==> images/final_congestion.png <==
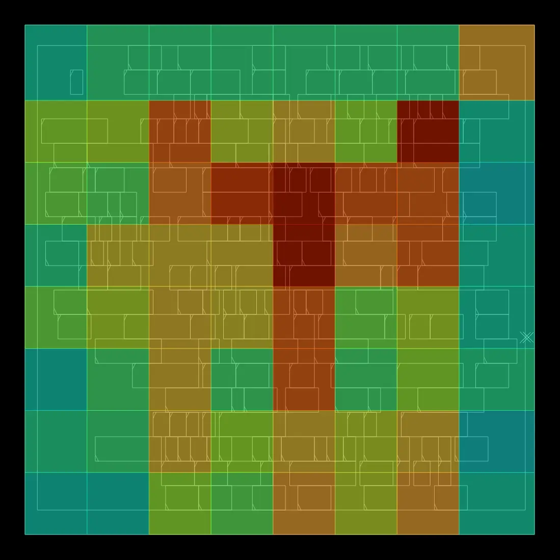
==> images/drive_strength.png <==
Scale: 8 px per um.
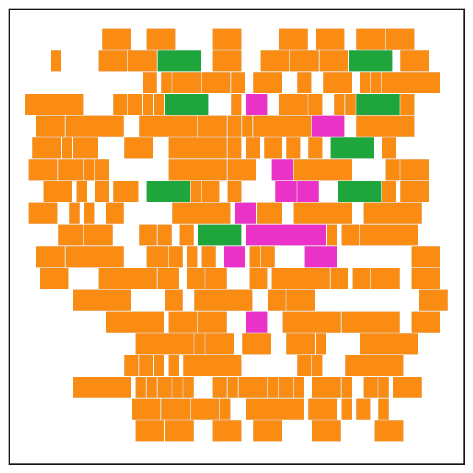
==> images/met2.png <==
Scale: 4 px per um.
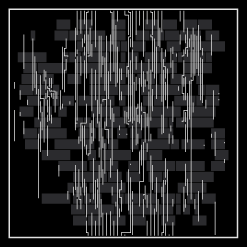
File: config.mk
export PLATFORM = sky130hd
export DESIGN_NAME = cntr_arbiter
export DESIGN_NICKNAME = d
export VERILOG_FILES = /design/src/rtl/cntr_arbiter.sv
export SDC_FILE = /design/constraint.sdc
export NUM_CORES = 1
export LEC_CHECK = 0
export CORE_UTILIZATION = 40
export DETAILED_ROUTE_END_ITERATION = 16
export PLACE_DENSITY = 0.78
export SLEW_MARGIN = 20
export SYNTH_ARGS = -nofsm -noshare
export SYNTH_HDL_FRONTEND = slang
export SYNTH_SLANG_ARGS = --single-unit
File: constraint.sdc
create_clock -name clk -period 2.5 [get_ports clk]
set_clock_uncertainty 0.1 [all_clocks]
set_input_delay 0.5 -clock clk [delete_from_list [all_inputs] [get_ports clk]]
set_output_delay 0.5 -clock clk [all_outputs]
set_load 0.01 [all_outputs]
File: src/rtl/cntr_arbiter.sv
// Round-robin arbiter sharing one up/down/load counter between requesters A and B.
// Optional saturation guard (adds err port) is enabled by defining CNTR_ARB_SAT_GUARD_EN.
module cntr_arbiter #(
  parameter int W = 8
) (
  input  logic         clk,
  input  logic         clr_n,
  input  logic         req_a,
  input  logic [1:0]   op_a,
  input  logic [W-1:0] data_a,
  output logic         gnt_a,
  output logic         done_a,
  input  logic         req_b,
  input  logic [1:0]   op_b,
  input  logic [W-1:0] data_b,
  output logic         gnt_b,
  output logic         done_b,
  output logic [W-1:0] rsp_q,
  input  logic [W-1:0] cnt_q,
  output logic [1:0]   cnt_func,
  output logic [W-1:0] cnt_load,
  output logic         cnt_set_max,
  output logic         cnt_aclr
`ifdef CNTR_ARB_SAT_GUARD_EN
  ,
  output logic         err
`endif
);

  localparam logic [1:0] IDLE    = 2'd0;
  localparam logic [1:0] ISSUE   = 2'd1;
  localparam logic [1:0] CAPTURE = 2'd2;

  logic [1:0]   state_r;
  logic         rr_last_r;  // 0 = A served last, 1 = B served last
  logic         eff_a_s;
  logic         eff_b_s;
  logic         win_a_s;
  logic         win_b_s;
  logic [1:0]   sel_op_s;
  logic [W-1:0] sel_data_s;
  logic         blocked_s;

`ifdef CNTR_ARB_SAT_GUARD_EN
  logic         blk_r;

  function automatic logic sat_block(input logic [1:0] op, input logic [W-1:0] q);
    case (op)
      2'b00:   sat_block = (q == {W{1'b1}});
      2'b01:   sat_block = (q == {W{1'b0}});
      default: sat_block = 1'b0;
    endcase
  endfunction
`endif

  // Arbitration: a requester in its own done cycle is ignored; ties go to the one not served last
  always_comb begin
    eff_a_s    = req_a & ~done_a;
    eff_b_s    = req_b & ~done_b;
    win_a_s    = eff_a_s & (~eff_b_s | rr_last_r);
    win_b_s    = eff_b_s & (~eff_a_s | ~rr_last_r);
    sel_op_s   = 2'b11;
    sel_data_s = {W{1'b0}};
    if (win_a_s) begin
      sel_op_s   = op_a;
      sel_data_s = data_a;
    end else begin
      sel_op_s   = op_b;
      sel_data_s = data_b;
    end
    // The counter only moves under our control, so its IDLE value is the value seen in ISSUE
`ifdef CNTR_ARB_SAT_GUARD_EN
    blocked_s = sat_block(sel_op_s, cnt_q);
`else
    blocked_s = 1'b0;
`endif
  end

  // Transaction FSM and all registered counter-control / response outputs
  always_ff @(posedge clk) begin
    if (!clr_n) begin
      state_r     <= IDLE;
      rr_last_r   <= 1'b1;
      gnt_a       <= 1'b0;
      gnt_b       <= 1'b0;
      done_a      <= 1'b0;
      done_b      <= 1'b0;
      rsp_q       <= {W{1'b0}};
      cnt_func    <= 2'b11;
      cnt_load    <= {W{1'b0}};
      cnt_set_max <= 1'b0;
      cnt_aclr    <= 1'b1;
`ifdef CNTR_ARB_SAT_GUARD_EN
      blk_r       <= 1'b0;
      err         <= 1'b0;
`endif
    end else begin
      cnt_aclr <= 1'b0;
      done_a   <= 1'b0;
      done_b   <= 1'b0;
`ifdef CNTR_ARB_SAT_GUARD_EN
      err      <= 1'b0;
`endif
      case (state_r)
        IDLE: begin
          if (win_a_s || win_b_s) begin
            gnt_a     <= win_a_s;
            gnt_b     <= win_b_s;
            rr_last_r <= win_b_s;
            state_r   <= ISSUE;
            if ((sel_op_s == 2'b11) || blocked_s) begin
              cnt_func <= 2'b11;
            end else begin
              cnt_func <= sel_op_s;
            end
            cnt_set_max <= (sel_op_s == 2'b11);
            if (sel_op_s == 2'b10) begin
              cnt_load <= sel_data_s;
            end else begin
              cnt_load <= cnt_load;
            end
`ifdef CNTR_ARB_SAT_GUARD_EN
            blk_r <= blocked_s;
`endif
          end else begin
            state_r <= IDLE;
          end
        end
        ISSUE: begin
          cnt_func    <= 2'b11;
          cnt_set_max <= 1'b0;
          state_r     <= CAPTURE;
        end
        CAPTURE: begin
          rsp_q   <= cnt_q;
          done_a  <= gnt_a;
          done_b  <= gnt_b;
          gnt_a   <= 1'b0;
          gnt_b   <= 1'b0;
          state_r <= IDLE;
`ifdef CNTR_ARB_SAT_GUARD_EN
          err     <= blk_r;
`endif
        end
        default: begin
          cnt_func    <= 2'b11;
          cnt_set_max <= 1'b0;
          gnt_a       <= 1'b0;
          gnt_b       <= 1'b0;
          state_r     <= IDLE;
        end
      endcase
    end
  end

endmodule
==> flow_metrics.py <==
# Generated from Yosys and OpenROAD reports
metrics = {
    "status": {
        "outcome": "finished, violations left",
        "violations": "DRC",
    },
    "route": {
        "via_count": 1137,
        "drc": 2,
        "drt-total-wl_um": 3010,
        "ant_nets": 0,
        "initialDrtViolationCount": 30,
    },
    "logic_synthesis": {
        "syn_area_um2": 1200,
        "synth_cell_types": 27,
        "synth_top_cell_by_count": "nand2_1",
        "ys_cells": 134,
        "synth-main-ff-cell": "dfxtp_1",
        "ys_seq_share": 0.452,
        "edf_count": 0,
        "netlist.area_leader.share": 0.452,
        "ys_chip_area_um2": 1200,
    },
    "worst_setup_path": {
        "critPathRequiredTime_ns": 2.59,
        "worstSetupPathType": "in -> reg",
        "critPathTopFamily": "simple AND/OR/NAND/NOR gates",
        "r2r_slack_ns": 0.49,
        "arrival_ns": 2.30,
        "r2r_end": "cnt_load[4]",
        "endpoint_kind": "flop",
    },
    "layout": {
        "num_antenna_cells": 0,
        "areaGrowthSynthToFinish_pct": 49.5,
        "layout_top_cell": "clkdlybuf4s50_1",
    },
    "floorplan": {
        "io_pins": 56,
        "fp.dieW_um": 56.7,
        "core_area_um2": 2810,
    },
    "global_routing": {
        "grt_pass1_wl_um": 4860,
        "grt_antenna_before_repair": 0,
        "grt_max_degree": 15,
    },
    "timing": {
        "setup_viol": 0,
        "hold_viol": 0,
        "fin_crit_sh": 0.884,
        "relSlewSlack": 0.579,
    },
    "power_and_ir_drop": {
        "leakage_nw": 0.651,
        "p_int_w": 0.000644,
        "switchingPower_w": 0.000235,
    },
    "run": {
        "drv_cap": 0,
    },
    "placed_design": {
        "io_buffers": 55,
    },
    "cts": {
        "post-cts-setup-buffer-count": 0,
        "cts_hold_buf": 0,
        "clk_path_buf_depth": 2,
        "insertion_delay_ns": 0.32,
        "numClockSinks": 27,
    },
    "hold_path": {
        "hold_path_class": "reg -> reg",
    },
}
-- final_congestion.png (at the start) --
WL per Instance: 13.8 um
met1 usage: 0.230
Most Crowded Layer GR: met2
GRT met3 Usage: 0.0207
M2 GR Usage: 0.359

-- drive_strength.png (at the start) --
drive 3 to 4 -> magenta  # cells 10, share 5.3%
drive 1 or less -> orange  # cells 169, share 90%
drive 2 -> green  # cells 8, share 4.3%

-- met2.png (at the start) --
nets with wire on the layer = 192
main direction = vertical

[flip-flops by register name, indices dropped and copies added (netlist names), 2 cells and up]
register / count
cnt_load: 8
rsp_q: 8
state_r: 2
cnt_func: 2
[worst max path at each step]
stage	from	cells after the start	slack (ns)	to
floorplan	req_b	6	0.64	cnt_load[0]
global placement	req_a	6	0.06	cnt_set_max
detailed placement	op_a[1]	5	-0.03	cnt_load[4]
CTS	op_a[1]	5	0.32	cnt_load[4]
global route	op_a[1]	5	0.11	cnt_load[2]
finish	op_a[1]	5	0.29	cnt_load[4]
[power groups by stage]
stage / logic (W) / clock network, W / registers, W
final: 0.000222 / 0.000180 / 0.000477
after global routing: 0.000238 / 0.000199 / 0.000481
after CTS: 0.000223 / 0.000186 / 0.000477
after detailed placement: 0.000222 / 0 / 0.000486
after global placement: 0.000215 / 0 / 0.000485
after floorplan: 0.000101 / 0 / 0.000492
[routing by layer]
layer | wire length [um] | vias to the layer above | share of wire
met5 | 0 | - | 0
met1 | 1320 | 534 | 0.44
li1 | - | 580 | -
met3 | 82 | 5 | 0.027
met2 | 1560 | 18 | 0.52
met4 | 46 | 0 | 0.015
[worst reg2reg max path, stage by stage (launching register included)]
cell and delay [ns]:
dfxtp_1 0.40, nor4b_1 0.49, and3_4 0.32, or2_1 0.40, a311oi_2 0.18
[cell type report]
| cell class | instances | share of cell area |
|---|---|---|
| inverters | 3 | 0.00630 |
| multi-input cells | 94 | 0.330 |
| repair buffers | 59 | 0.325 |
| well taps | 31 | 0.0217 |
| flip-flops and latches | 27 | 0.302 |
| clock buffers | 4 | 0.0147 |
[cell families after synthesis]
family          count (synthesis)  share of synthesized area
simple gates                   67                      0.276
flops                          27                      0.452
compound gates                 26                      0.209
buf+inv                        13                     0.0544
mux                             1                    0.00837
